===== src/rtl/updown_pkg.sv =====
// Shared constants and parameter legality check for the parametrised up/down counter family.
package updown_pkg;

    localparam logic DIR_UP    = 1'b1;
    localparam logic DIR_DOWN  = 1'b0;
    localparam logic MODE_WRAP = 1'b0;
    localparam logic MODE_SAT  = 1'b1;

    // True when the terminal and reset values fit the counter width and range.
    function automatic bit params_ok(input int width, input int max_count, input int init);
        longint lim;
        if (width < 2 || width > 62) return 1'b0;
        lim = (longint'(1) << width) - 64'sd1;
        return (max_count >= 1) && (longint'(max_count) <= lim) &&
               (init >= 0) && (init <= max_count);
    endfunction

endpackage


===== src/rtl/updown_counter_param.sv =====
// Purpose: bidirectional event/position counter with load, enable, wrap or saturate mode.
// Latency: one clk edge from sampled inputs to out/wrap; at_max/at_min decode the register.
// Backpressure: none; accepts a load or step every cycle.
module updown_counter_param
    import updown_pkg::*;
#(
    parameter int   WIDTH     = 8,
    parameter int   MAX_COUNT = 255,
    parameter int   INIT      = 0,
    parameter logic SATURATE  = MODE_WRAP
) (
    input  logic             clk,
    input  logic             reset,
    input  logic             en,
    input  logic             up_down,
    input  logic             load,
    input  logic [WIDTH-1:0] load_val,
    output logic [WIDTH-1:0] out,
    output logic             wrap,
    output logic             at_max,
    output logic             at_min
);

    localparam logic [WIDTH-1:0] MAX_V  = WIDTH'(MAX_COUNT);
    localparam logic [WIDTH-1:0] INIT_V = WIDTH'(INIT);
    localparam logic [WIDTH-1:0] ONE    = WIDTH'(1);

    generate
        if (!params_ok(WIDTH, MAX_COUNT, INIT)) begin : g_bad_params
            $error("updown_counter_param: illegal WIDTH/MAX_COUNT/INIT combination");
        end
    endgenerate

    logic [WIDTH-1:0] cnt_q, cnt_d;
    logic             wrap_q, wrap_d;

    // Terminal compares act on the current value, so a step never overflows past MAX_V.
    always_comb begin
        cnt_d  = cnt_q;
        wrap_d = 1'b0;
        if (load) begin
            cnt_d = (load_val > MAX_V) ? MAX_V : load_val;
        end else if (en) begin
            if (up_down == DIR_UP) begin
                if (cnt_q == MAX_V) begin
                    if (SATURATE == MODE_WRAP) begin
                        cnt_d  = '0;
                        wrap_d = 1'b1;
                    end
                end else begin
                    cnt_d = cnt_q + ONE;
                end
            end else begin
                if (cnt_q == '0) begin
                    if (SATURATE == MODE_WRAP) begin
                        cnt_d  = MAX_V;
                        wrap_d = 1'b1;
                    end
                end else begin
                    cnt_d = cnt_q - ONE;
                end
            end
        end
    end

    always_ff @(posedge clk or negedge reset) begin
        if (!reset) begin
            cnt_q  <= INIT_V;
            wrap_q <= 1'b0;
        end else begin
            cnt_q  <= cnt_d;
            wrap_q <= wrap_d;
        end
    end

    assign out    = cnt_q;
    assign wrap   = wrap_q;
    assign at_max = (cnt_q == MAX_V);
    assign at_min = (cnt_q == '0);

endmodule


===== config.mk =====
export PLATFORM = sky130hd
export DESIGN_NAME = updown_counter_param
export DESIGN_NICKNAME = d
export VERILOG_FILES = /design/src/rtl/updown_pkg.sv /design/src/rtl/updown_counter_param.sv
export SDC_FILE = /design/constraint.sdc
export NUM_CORES = 1
export LEC_CHECK = 0
export CORE_UTILIZATION = 46
export CTS_CLUSTER_SIZE = 10
export DETAILED_ROUTE_END_ITERATION = 7
export PLACE_DENSITY = 0.85
export SLEW_MARGIN = 20
export SYNTH_ARGS = -nofsm -noshare
export SYNTH_HDL_FRONTEND = slang
export SYNTH_SLANG_ARGS = --single-unit

===== constraint.sdc =====
create_clock -name clk -period 2.8 [get_ports clk]
set_clock_uncertainty 0.1 [all_clocks]
set_input_delay 0.56 -clock clk [delete_from_list [all_inputs] [get_ports clk]]
set_output_delay 0.56 -clock clk [all_outputs]
set_load 0.02 [all_outputs]

### M1 wires

Bar = 10 um. Supply wires on this layer in grey.
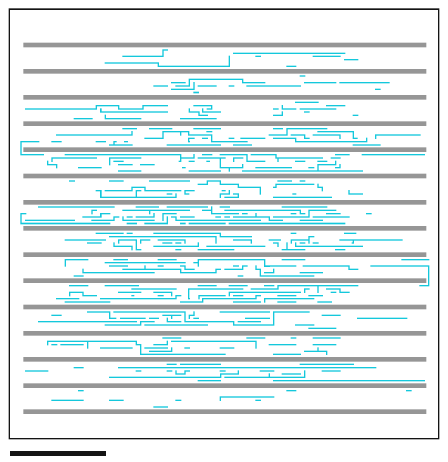
longest straight run: 26.7 um
main direction: horizontal
wire length on this layer: 990 um
Vias: 995
Routed WL: 2330 um
M1 GR Usage: 0.330

### The metal 2 layer

Cells faint in the background.
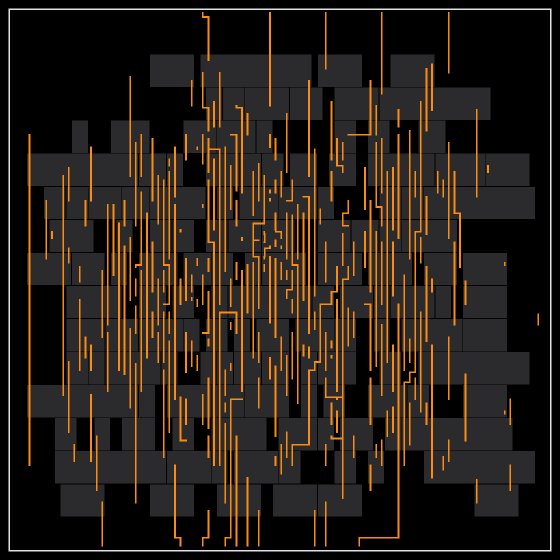
wire length on this layer: 1090 um
nets with wire on the layer: 127
M2 GR Usage: 0.418

### The metal 3 layer

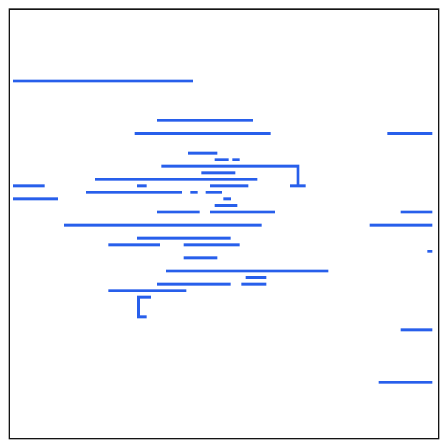
nets with wire on the layer: 31
wire length on this layer: 224 um
share of all routed wire: 9.6%
main direction: horizontal
M3 GR Usage: 0.0694

### Congestion heat map

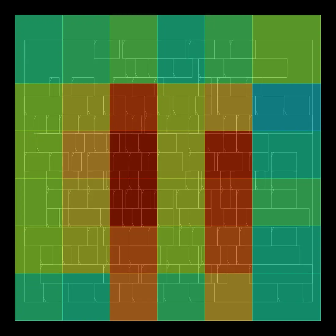
most used routing layer: met2
gr usage total: 0.254
post-DR wirelength/cell: 14.8 um

### Routed metal per tile

9 x 9 tiles, from dark blue (low) to red (high), scaled to the fullest tile. Values are wire area over tile area, all layers added.
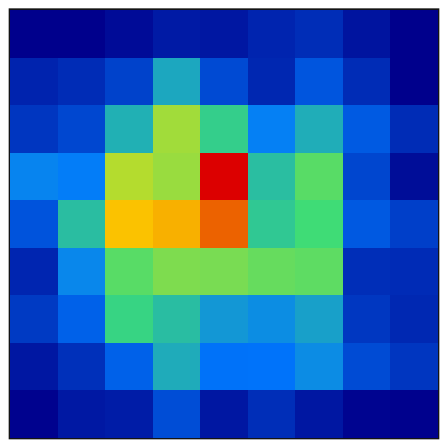
mean over tiles: 0.20
nearly empty tiles: 8.6%
tiles over half the peak: 17%
densest ninth of the die: middle

## layout by cell type (no fill, tap or decap), types with 2 or more instances in the layout
master and count:
buf_4 5, nor3_1 5, clkdlybuf4s50_1 22, nand2_1 10, ha_1 3, o211ai_1 3, clkbuf_4 3, dfrtp_1 9
nand4_1 2, nor2_1 9, a21oi_1 6, and3_1 3, nand3_1 5, a311oi_1 2, inv_1 7, o21ai_0 9
## logic make-up (layout without fill, tap and decap cells)
logic type                 after synthesis  after routing  synth area share
and+or+nand+nor                         42             42             0.267
AOI/OAI and AO/OA                       37             37             0.326
buffers and inverters                   12             39            0.0559
DFF                                      9              9             0.272
adders and majority gates                3              3            0.0453
xor gates and xnor gates                 2              2            0.0212
muxes                                    1              1            0.0121
## what timing repair did
item	CTS	global route
endpoints found under the setup margin	1	1
gates resized	1	1
pin swaps	0	0
==> deck_impl_summary.md <==
Implementation Results

Power and ir drop
  • Power in combinational cells: 199 uW
  • Switch Pwr: 184 uW
  • Power Dens Cells: 419 mW/mm2
  • Seq pwr: 174 uW
  • Overall power consumption: 478 uW

Synth
  • Yosys synthesis warning count: 0
  • Syn Std Cell Area: 828 um2
  • Commonest flop: dfrtp_1
  • Yosys Chip Area: 828 um2
  • Yosys cell count: 106
  • Floorplan Nets: 122
  • Post-Syn Instances: 106
  • Area leader share: 0.272
  • Post-Syn Area per Cell: 7.81 um2
  • Most frequent cells after synthesis: nand2_1, dfrtp_1, nor2_1, o21ai_0, inv_1
  • Top area cell types: dfrtp_1, o21ai_0, ha_1

Critical path
  • R2R Path End: out[6]
  • Critical path depth: 5
  • CP Class: reg -> out
  • CP top delay family: buffers and inverters
  • Max incr delay on CP: 0.64 ns
  • R2r setup slk: 0.91 ns
  • Critical Path RT: 2.14 ns
  • WP data arrival: 2.03 ns

Die
  • Fp util: 0.520
  • Chip Width: 44.4 um
  • Die ar.: 0.00197 mm2
  • Top Ports: 24
  • Placeable Area: 0.00159 mm2

Layout
  • Inverters: 7
  • Nonclk buf count: 28
  • Layout cell share with drive strength beyond 1: 0.120
  • Final core occ: 0.716
  • Reg area: 225 um2
  • Top cell category: combinational gates
  • ClkCell Share: 0.0230

Worst hold path
  • Worst hold-check path type: in -> async

Timing
  • Min Tclk post-route: 2.69 ns
  • Worst hold margin: 0.511 ns
  • TNS Setup: 0 ns

Place
  • Placed inst area: 0.00111 mm2
  • Placed insts: 153

Run
  • Tool Warnings: 28

Routing
  • DRT iter0 DRCs: 40
  • Via density: 6.34

CTS
  • H-tree depth: 1

Global routing
  • Gr ovfl total: 0

Status
  • Outcome: completed
Power is estimated from default activity; no workload was simulated.
